==> src/rtl/bp_pkg.sv <==
// Shared branch-predictor definitions: PC width, predictor index slice and
// the branch resolve queue entry layout.
package bp_pkg;

  localparam int PC_W       = 32;
  localparam int PRED_IDX_W = 10;
  localparam int PC_IDX_HI  = 11;
  localparam int PC_IDX_LO  = 2;

  typedef struct packed {
    logic [PC_W-1:0] pc;
    logic            pred;
  } brq_entry_t;

  // Word-aligned PC bits that select a 2-bit counter in the predictor table.
  function automatic logic [PRED_IDX_W-1:0] pc_index(input logic [PC_W-1:0] pc);
    return pc[PC_IDX_HI:PC_IDX_LO];
  endfunction

endpackage

==> src/rtl/brq_ptr.sv <==
// Wrap-around queue pointer with increment enable and synchronous load.
// Width is log2 of the queue depth, so the natural binary overflow is the wrap.
module brq_ptr #(
  parameter int PTR_W = 3
) (
  input  logic             CLK,
  input  logic             RESET,
  input  logic             inc_en,
  input  logic             load_en,
  input  logic [PTR_W-1:0] load_val,
  output logic [PTR_W-1:0] ptr
);

  logic [PTR_W-1:0] ptr_q;
  logic [PTR_W-1:0] ptr_d;

  // A load (flush) takes priority over a plain increment.
  always_comb begin
    ptr_d = ptr_q;
    if (load_en)
      ptr_d = load_val;
    else if (inc_en)
      ptr_d = ptr_q + PTR_W'(1);
  end

  always_ff @(posedge CLK or negedge RESET) begin
    if (!RESET)
      ptr_q <= '0;
    else
      ptr_q <= ptr_d;
  end

  assign ptr = ptr_q;

endmodule

==> src/rtl/branch_resolve_queue.sv <==
// In-order branch resolve queue feeding predictor-table updates and flushes.
// Optional BRQ_STATS_EN adds saturating resolve/mispredict counters.
module branch_resolve_queue
  import bp_pkg::*;
#(
  parameter int DEPTH = 8,
  parameter int PTR_W = 3
) (
  input  logic              CLK,
  input  logic              RESET,
  input  logic              alloc_valid,
  input  logic [PC_W-1:0]   alloc_pc,
  input  logic              alloc_pred,
  output logic              alloc_ready,
  input  logic              resolve_valid,
  input  logic              resolve_taken,
  output logic              isBranch,
  output logic              isTaken,
  output logic [PC_W-1:0]   InstrPC,
  output logic              mispredict,
  output logic [PC_W-1:0]   mispredict_pc,
  output logic              underflow,
`ifdef BRQ_STATS_EN
  output logic [31:0]       stat_resolved,
  output logic [31:0]       stat_mispred,
`endif
  output logic [PTR_W:0]    count
);

  localparam logic [PTR_W:0] FULL_CNT = (PTR_W+1)'(DEPTH);

  brq_entry_t mem [DEPTH];

  logic [PTR_W-1:0] head_ptr;
  logic [PTR_W-1:0] tail_ptr;
  logic [PTR_W-1:0] head_next;

  logic [PTR_W:0]   count_q, count_d;
  logic             is_branch_q, is_branch_d;
  logic             is_taken_q, is_taken_d;
  logic [PC_W-1:0]  instr_pc_q, instr_pc_d;
  logic             mispredict_q, mispredict_d;
  logic [PC_W-1:0]  mispredict_pc_q, mispredict_pc_d;
  logic             underflow_q, underflow_d;

  logic       alloc_fire;
  logic       resolve_fire;
  logic       flush;
  logic       alloc_take;
  brq_entry_t head_entry;

  assign alloc_ready  = (count_q != FULL_CNT);
  assign alloc_fire   = alloc_valid & alloc_ready;
  assign resolve_fire = resolve_valid & (count_q != '0);
  assign head_entry   = mem[head_ptr];
  assign flush        = resolve_fire & (resolve_taken != head_entry.pred);
  assign alloc_take   = alloc_fire & ~flush;
  assign head_next    = head_ptr + PTR_W'(1);

  brq_ptr #(.PTR_W(PTR_W)) u_head (
    .CLK      (CLK),
    .RESET    (RESET),
    .inc_en   (resolve_fire),
    .load_en  (1'b0),
    .load_val ('0),
    .ptr      (head_ptr)
  );

  // On a flush the tail collapses onto the slot after the mispredicted branch,
  // which is exactly where head lands, leaving the queue empty.
  brq_ptr #(.PTR_W(PTR_W)) u_tail (
    .CLK      (CLK),
    .RESET    (RESET),
    .inc_en   (alloc_take),
    .load_en  (flush),
    .load_val (head_next),
    .ptr      (tail_ptr)
  );

  always_ff @(posedge CLK) begin
    if (alloc_take)
      mem[tail_ptr] <= '{pc: alloc_pc, pred: alloc_pred};
  end

  always_comb begin
    count_d         = count_q;
    is_branch_d     = 1'b0;
    is_taken_d      = is_taken_q;
    instr_pc_d      = instr_pc_q;
    mispredict_d    = 1'b0;
    mispredict_pc_d = mispredict_pc_q;
    underflow_d     = resolve_valid & (count_q == '0);

    if (flush)
      count_d = '0;
    else if (alloc_take && !resolve_fire)
      count_d = count_q + (PTR_W+1)'(1);
    else if (!alloc_take && resolve_fire)
      count_d = count_q - (PTR_W+1)'(1);

    if (resolve_fire) begin
      is_branch_d     = 1'b1;
      is_taken_d      = resolve_taken;
      instr_pc_d      = head_entry.pc;
      mispredict_d    = flush;
      mispredict_pc_d = head_entry.pc;
    end
  end

  always_ff @(posedge CLK or negedge RESET) begin
    if (!RESET) begin
      count_q         <= '0;
      is_branch_q     <= 1'b0;
      is_taken_q      <= 1'b0;
      instr_pc_q      <= '0;
      mispredict_q    <= 1'b0;
      mispredict_pc_q <= '0;
      underflow_q     <= 1'b0;
    end else begin
      count_q         <= count_d;
      is_branch_q     <= is_branch_d;
      is_taken_q      <= is_taken_d;
      instr_pc_q      <= instr_pc_d;
      mispredict_q    <= mispredict_d;
      mispredict_pc_q <= mispredict_pc_d;
      underflow_q     <= underflow_d;
    end
  end

  assign count         = count_q;
  assign isBranch      = is_branch_q;
  assign isTaken       = is_taken_q;
  assign InstrPC       = instr_pc_q;
  assign mispredict    = mispredict_q;
  assign mispredict_pc = mispredict_pc_q;
  assign underflow     = underflow_q;

`ifdef BRQ_STATS_EN
  logic [31:0] stat_resolved_q, stat_resolved_d;
  logic [31:0] stat_mispred_q, stat_mispred_d;

  // Counters stick at all-ones rather than wrapping.
  always_comb begin
    stat_resolved_d = stat_resolved_q;
    stat_mispred_d  = stat_mispred_q;
    if (resolve_fire && stat_resolved_q != 32'hFFFF_FFFF)
      stat_resolved_d = stat_resolved_q + 32'd1;
    if (flush && stat_mispred_q != 32'hFFFF_FFFF)
      stat_mispred_d = stat_mispred_q + 32'd1;
  end

  always_ff @(posedge CLK or negedge RESET) begin
    if (!RESET) begin
      stat_resolved_q <= '0;
      stat_mispred_q  <= '0;
    end else begin
      stat_resolved_q <= stat_resolved_d;
      stat_mispred_q  <= stat_mispred_d;
    end
  end

  assign stat_resolved = stat_resolved_q;
  assign stat_mispred  = stat_mispred_q;
`endif

endmodule

==> config.mk <==
export PLATFORM = sky130hd
export DESIGN_NAME = branch_resolve_queue
export DESIGN_NICKNAME = d
export VERILOG_FILES = /design/src/rtl/bp_pkg.sv /design/src/rtl/brq_ptr.sv /design/src/rtl/branch_resolve_queue.sv
export SDC_FILE = /design/constraint.sdc
export NUM_CORES = 1
export LEC_CHECK = 0
export ABC_CLOCK_PERIOD_IN_PS = 14900
export CAP_MARGIN = 20
export CORE_MARGIN = 2
export CORE_UTILIZATION = 61
export DETAILED_ROUTE_END_ITERATION = 10
export GPL_ROUTABILITY_DRIVEN = 0
export PLACE_DENSITY = 0.86
export SLEW_MARGIN = 40
export SYNTH_ARGS = -nofsm -noshare
export SYNTH_HDL_FRONTEND = slang
export SYNTH_SLANG_ARGS = --single-unit
export TNS_END_PERCENT = 50
==> constraint.sdc <==
create_clock -name CLK -period 14.9 [get_ports CLK]
set_input_delay 1.49 -clock CLK [delete_from_list [all_inputs] [get_ports CLK]]
set_output_delay 1.49 -clock CLK [all_outputs]
set_load 0.05 [all_outputs]
**Run 1: cell outlines without signal wires**

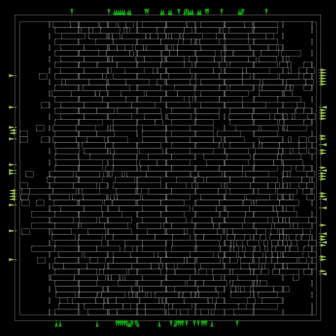
TAP cells: 265
Finished Layout Cells: 983
flop count: 310
Core ar.: 19500 um2
final core area utilization: 72.9%

**Run 1: wire density map**

The die is cut into 29 by 29 equal tiles; dark blue is low, red is high, scaled to the fullest tile. Values are wire area over tile area, all layers added.
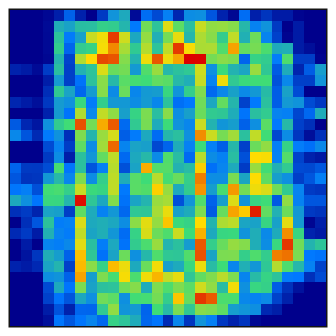
The mean over all tiles is 0.18. The fullest tile reaches 0.50. 29% of the tiles are over half the peak. 10% of the tiles are nearly empty.
Post-Route WL: 23800 um
vias after detailed routing: 5939
WL per Instance: 24.2 um

==> flow_summary.ini, run 1 <==
; implementation run metrics
[sta]
worst_slack_ns = 10.93
fin_crit_sh_pct = 26.6
post-route-min-period_ns = 3.97
tns_ns = 0
grt_setup_unrepaired = no
hold_viol = 0
drv_slew = 0
skew_ns = 0.0129
maxSlewHeadroom_pct = 50.6
finalSetupViolations = 0

[job]
warning_count = 26

[critical_path]
crit_path_end = alloc_ready
worstPathArrival_ns = 2.48
r2r_slack_ns = 11.65
path_cells = or4b_1, clkdlybuf4s50_1
crit_path_start_kind = flop
critPathRequiredTime_ns = 13.41
cp-end-kind = primary output
crit_path_max_incr_delay_ns = 0.76
crit_path_start = count[0]$_DFFE_PN0P_
path_buffers = 1
reg2reg_to = mem[3][12]$_DFFE_PP_
crit_type = flop to primary output
critPathMaxFanout = 8

[layout]
combGateArea_um2 = 2640
drive_gt1_share_pct = 19.5
clk_share_pct = 6.40
nets = 739
nMultiInputCombCells = 228
antenna_cells = 0
layout_top_cell = edfxtp_1
buf_share_pct = 8.49
clock_buffers = 40
layout_top_cells = edfxtp_1, clkdlybuf4s50_1, mux4_2
nonClockBufferCount = 123
num-nonclk-inverters = 4

[clock_network]
cts.repair.resized = 0
clk_latency_ns = 0.54
cts_buffers = 29
cts.htree.levels = 1
cts_setup_buffers = 0
clock_sinks = 310
cts-hold-fix-buffers = 0
clkTransAtPathRegs_ns = 0.06
root_buffer = clkbuf_16

[global_routing]
antenna_found_initial = 0
grt_util_met2_pct = 40.2
grt_start_max_net_pins = 72
grt_usage_pct = 23.5
grt_pass1_wl_um = 36000
grt_pass1_vias = 6219
use_met3_pct = 3.51
grt_util_met1_pct = 31.4
grt.busiest_layer = met2

[power_and_ir_drop]
swShare_pct = 36.4
vdd_drop_max_mv = 0.142
power_w = 0.00308
power.share.clock_pct = 22.4
p_sw_w = 0.00112

[yosys]
synth_cells = 604
yosysCellCount = 604
async_flop_share_pct = 14.8
ys_sh_adder_pct = 0.581
synthFlopType = edfxtp_1
synth.distinct_cells = 37
synthTopLogicFamily = multiplexers
synth_area_um2 = 12100
area_leaders = edfxtp_1, mux4_2, dfrtp_1
synth_top_cell_by_count = edfxtp_1
synth_flops = 310
ys_seq_share_pct = 75.3
top_cells_by_count = edfxtp_1, mux4_2, dfrtp_1

[floorplanning]
fp_util_pct = 62.0
fp.dieH_um = 145

[route]
vias_per_cell = 6.04
top_layer = met4
route.met2.wl_um = 12400
final_antenna_net_count = 0
dr.pass1.iters = 5
initialDrtViolationCount = 509
wirelength_met1_um = 9180
wl_met3_um = 1440

[min_path]
hold_class = flop to flop
min_path_cells = 2
hold_start = isTaken$_DFFE_PN0P_

[status]
status = finished clean

[place]
dpl_worst_slack_ns = 10.46
**Run 1: I/O nets highlighted**

The bar under the picture is 50 um long.
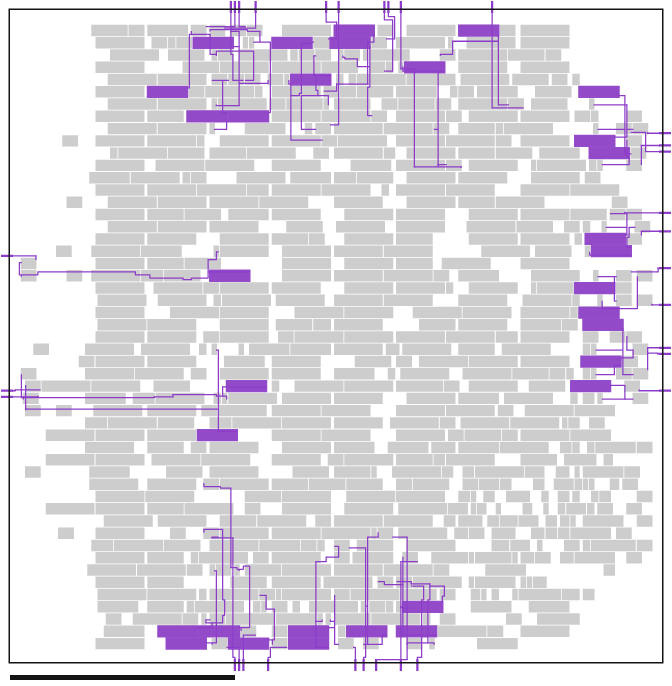
Key: purple = mispredict_pc [bits 32, direction output, edge 10 top, 10 right, 9 bottom, 3 left, end cells 32, buffers 32, wire 1370 um]
IO Port Bufs: 110
# IOs: 111

**Run 1: placement by cell class**

Fill, decap, tap and diode cells in grey.
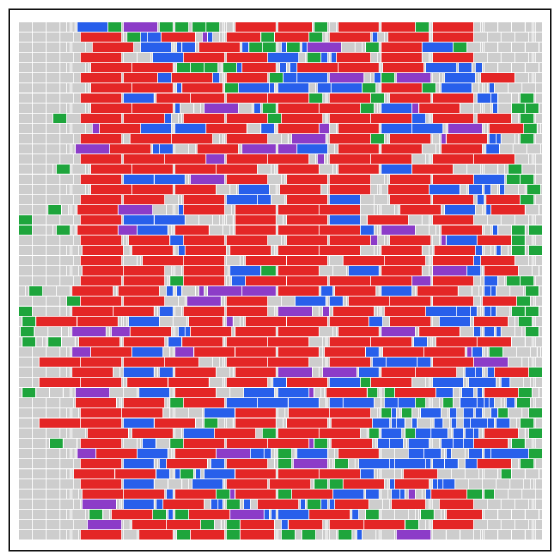
Key: blue = remaining logic cells [cells 232, share of their area 19%]; red = sequential cells [cells 310, share of their area 66%]; purple = clock drivers and dummy loads [cells 53, share of their area 6.6%]; green = remaining buffers and delay cells [cells 123, share of their area 8.7%]
# rows: 51
Seq/total area: 64.0%

run 1: power groups by stage:
| stage | combinational, W | sequential (W) | clock (W) |
|---|---|---|---|
| 2_1_floorplan | 0.000726 | 0.00137 | 0 |
| 3_3_place_gp | 0.00114 | 0.00121 | 0 |
| 3_5_place_dp | 0.00117 | 0.00123 | 0 |
| 4_1_cts | 0.00118 | 0.00122 | 0.000698 |
| 5_1_grt | 0.00124 | 0.00123 | 0.000733 |
| 6_report | 0.00117 | 0.00121 | 0.000691 |
run 1: flip-flops by register name, summed over array words and instances (netlist names):
signal,cells
mispredict_pc,32
isBranch,1
mem,264
isTaken,1
mispredict,1
u_tail.ptr,3
count,4
underflow,1
u_head.ptr,3
**Run 1: power grid**

The bar under the picture is 50 um long. Pins as bars on the die edge. Tap cells in grey.
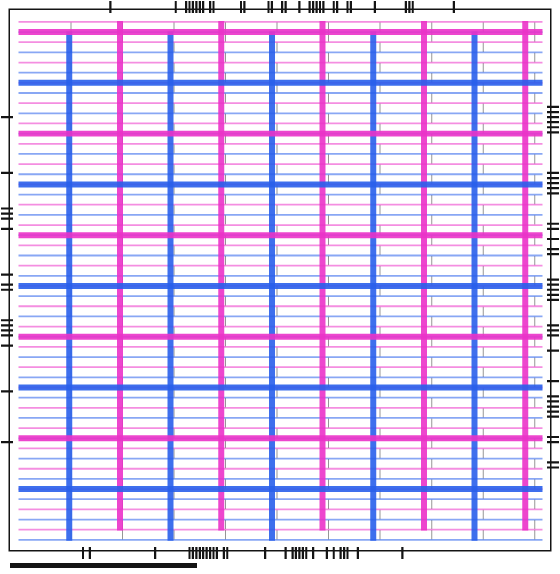

==> run 2: changes to the inputs <==
--- a/config.mk
+++ b/config.mk
@@ -5,13 +5,13 @@
 export SDC_FILE = /design/constraint.sdc
 export NUM_CORES = 1
 export LEC_CHECK = 0
-export ABC_CLOCK_PERIOD_IN_PS = 14900
+export ABC_CLOCK_PERIOD_IN_PS = 3600
 export CAP_MARGIN = 20
 export CORE_MARGIN = 2
-export CORE_UTILIZATION = 61
+export CORE_UTILIZATION = 52
 export DETAILED_ROUTE_END_ITERATION = 10
 export GPL_ROUTABILITY_DRIVEN = 0
-export PLACE_DENSITY = 0.86
+export PLACE_DENSITY = 0.78
 export SLEW_MARGIN = 40
 export SYNTH_ARGS = -nofsm -noshare
 export SYNTH_HDL_FRONTEND = slang
==> constraint.sdc (replaced) <==
create_clock -name CLK -period 3.6 [get_ports CLK]
set_input_delay 0.36 -clock CLK [delete_from_list [all_inputs] [get_ports CLK]]
set_output_delay 0.36 -clock CLK [all_outputs]
set_load 0.05 [all_outputs]
**Run 2: power grid**

The bar under the picture is 50 um long. Pins as bars on the die edge. Tap cells in grey.
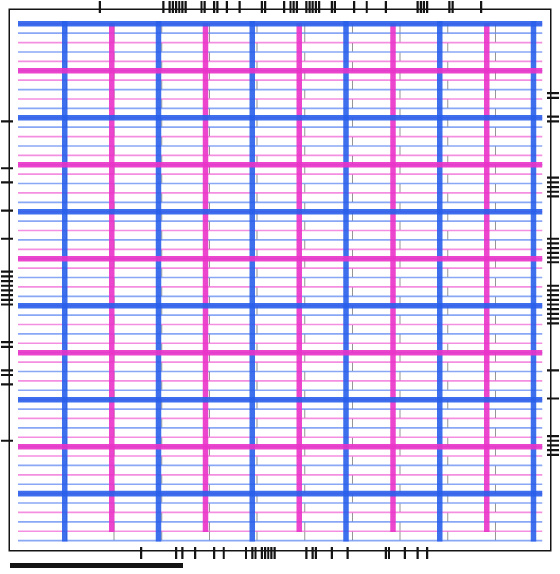
Key: magenta = VDD; blue = VSS
56 met1 rails follow the rows. The core has 55 rows. 111 signal pins sit on the boundary.
Worst VDD drop: 0.553 mV
Core ar.: 22700 um2
Die X: 156 um
die height: 156 um

**Run 2: wire density map**

The die is cut into 31 by 31 equal tiles; dark blue is low, red is high, scaled to the fullest tile. Values are wire area over tile area, all layers added.
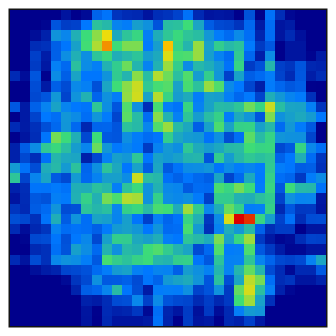
7.4% of the tiles are over half the peak. The mean over all tiles is 0.16. The densest ninth of the die: top middle. 12% of the tiles are nearly empty. The emptiest ninth of the die: bottom left. The fullest tile reaches 0.63.

==> run 2 against run 1 <==
Effect of this change: global-route usage is 3.0 points lower; synthesized cell count stayed put; clock power increased to 4.6 times the previous value; register-to-register slack lost 11 ns; sequential power increased to 4.1 times the previous value; critical path depth increased by 4; critical endpoint is now mem[7][15]$_DFFE_PP_; power rose to 4.3 times the previous value.
==> flow_summary.ini, run 2 <==
; implementation run metrics
[power_and_ir_drop]
swShare_pct = 35.9
power.share.clock_pct = 24.2
p_seq_share_pct = 37.7
power_leakage_nw = 4.93
powerComb_w = 0.00503
power_clock_w = 0.00319
power_leader = combinational logic
p_seq_w = 0.00498
power_density_nw_per_um2 = 913
comb_power_share_pct = 38.1
power_w = 0.0132
p_sw_w = 0.00475
internal_power_w = 0.00846

[yosys]
avgSynthCellArea_um2 = 20.0
ys_sh_xor_pct = 0.436
ys_area_um2 = 12100
yosys.area_share.aoi_pct = 2.14
yosysTopAreaCell = edfxtp_1
ys_sh_mux_pct = 15.7
ys_sh_simple_pct = 2.59
edf_count = 264
top_cell_area_share_pct = 65.7
ys_seq_share_pct = 75.3
yosysWarnings = 0
synth_top_cell_by_count = edfxtp_1
top_cells_by_count = edfxtp_1, mux4_2, dfrtp_1
synth_cells = 604
synthTopLogicFamily = multiplexers
synth.distinct_cells = 37
synthFlopType = edfxtp_1
async_flop_share_pct = 14.8
ys_sh_adder_pct = 0.581
synth_flops = 310
fp_nets = 647
yosysCellCount = 604
synth_area_um2 = 12100
area_leaders = edfxtp_1, mux4_2, dfrtp_1

[critical_path]
crit_type = flop to flop
critPathRequiredTime_ns = 3.78
cp_top_family = multiplexers
crit_path_max_incr_delay_ns = 0.57
critPathMaxFanout = 26
path_buffers = 2
cp-end-kind = flop
cp_slowest_cell = nor4b_4
crit_top_cell = buf_4
crit_path_start_kind = flop
r2r_cells = 6
path_cells = mux2i_1, mux4_2, mux2i_4, buf_4, nor4b_4, buf_4
worstPathArrival_ns = 3.43
crit_cells = 6

[floorplanning]
fp_util_pct = 53.1
die_area_um2 = 24400
ios = 111
tapCellCount = 285

[layout]
area_growth_pct = 19.9
num-nonclk-inverters = 4
drive_gt1_share_pct = 20.2
nMultiInputCombCells = 228
nets = 751
clock_buffers = 41
nFillCells = 1485
buf_share_pct = 8.89
largest_reg_flops = 264
comb_area_share_pct = 18.7
fin_area_um2 = 14500
regArea_um2 = 9090
largest_register = mem
clk_share_pct = 7.00
layout_top_cells = edfxtp_1, clkdlybuf4s50_1, mux4_2
layout_top_cell = edfxtp_1
largest_cell_class = sequential cells
seq_share_pct = 62.8
flop-count = 310
nonClockBufferCount = 134
combGateArea_um2 = 2710
antenna_cells = 1

[global_routing]
grt_pass1_vias = 6239
grt.busiest_layer = met2
grt_util_met1_pct = 26.4
grt_usage_pct = 20.5
use_met3_pct = 3.18
overflow = 0
grt_util_met2_pct = 36.5
grt_pass1_wl_um = 37300
antenna_found_initial = 2
grt_start_max_net_pins = 71

[sta]
post-route-min-period_ns = 3.24
finalSetupViolations = 0
drv_slew = 0
skew_ns = 0.0148
worst_slack_ns = 0.356
fin_crit_sh_pct = 90.1
maxSlewHeadroom_pct = 48.5
hold_viol = 0
tns_ns = 0
grt_setup_unrepaired = no
worst_hold_slack_ns = 0.375
max_freq_mhz = 308
tightestPinTransition_ns = 0.756

[route]
vias_per_cell = 5.75
final_antenna_net_count = 0
route.met2.wl_um = 13000
wl_met3_um = 1290
wire_per_inst_um = 24.2
top_layer = met5
drcViolationCount = 0
wirelength_met1_um = 9790
initialDrtViolationCount = 455
finalWirelength_um = 24600
route.vias.total = 5855
dr.pass1.iters = 7

[clock_network]
clock_sinks = 310
clk_latency_ns = 0.55
cts_buffers = 30
cts.htree.levels = 1
cts_setup_buffers = 0
clockBufferDepth = 3
cts_tree = built
clkTransAtPathRegs_ns = 0.06
root_buffer = clkbuf_16

[status]
status = finished clean

[job]
maxCapViolCount = 0
warning_count = 27

[place]
dpl_worst_slack_ns = 0.349
dpl_cell_area_um2 = 13400
place_inst = 957
dp_hpwl_um = 14200
io_buffers = 110

[min_path]
hold_class = input port to asynchronous set/reset pin
**Run 2: cell outlines without signal wires**

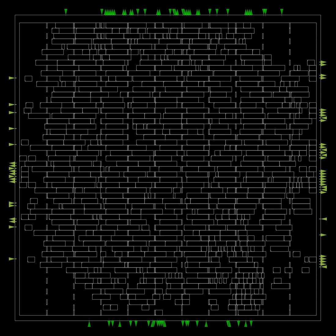
Finished Layout Cells: 1018
final core area utilization: 63.7%
# rows: 55

[run 2: cell counts after synthesis]
No cell type changed its count.
[run 2: timing repair]
action | CTS | global route
hold buffers | 1 | 0
hold endpoints to repair | 20 | 0
gates resized | 0 | 0
[run 2: path summary, 6_finish.rpt]
path	slack [ns]	endpoint	from
min	0.38	mispredict_pc[28]$_DFFE_PN0P_	RESET
max in group asynchronous	2.37	u_head.ptr[0]$_DFFE_PN0P_	RESET
max	0.36	mem[7][15]$_DFFE_PP_	u_head.ptr[0]$_DFFE_PN0P_
max reg2reg	0.36	mem[7][15]$_DFFE_PP_	u_head.ptr[0]$_DFFE_PN0P_
min in group CLK	0.48	isTaken$_DFFE_PN0P_	resolve_taken
min reg2reg	0.49	isTaken$_DFFE_PN0P_	isTaken$_DFFE_PN0P_
No activity file was given, so power comes from the tool's default toggle rates.
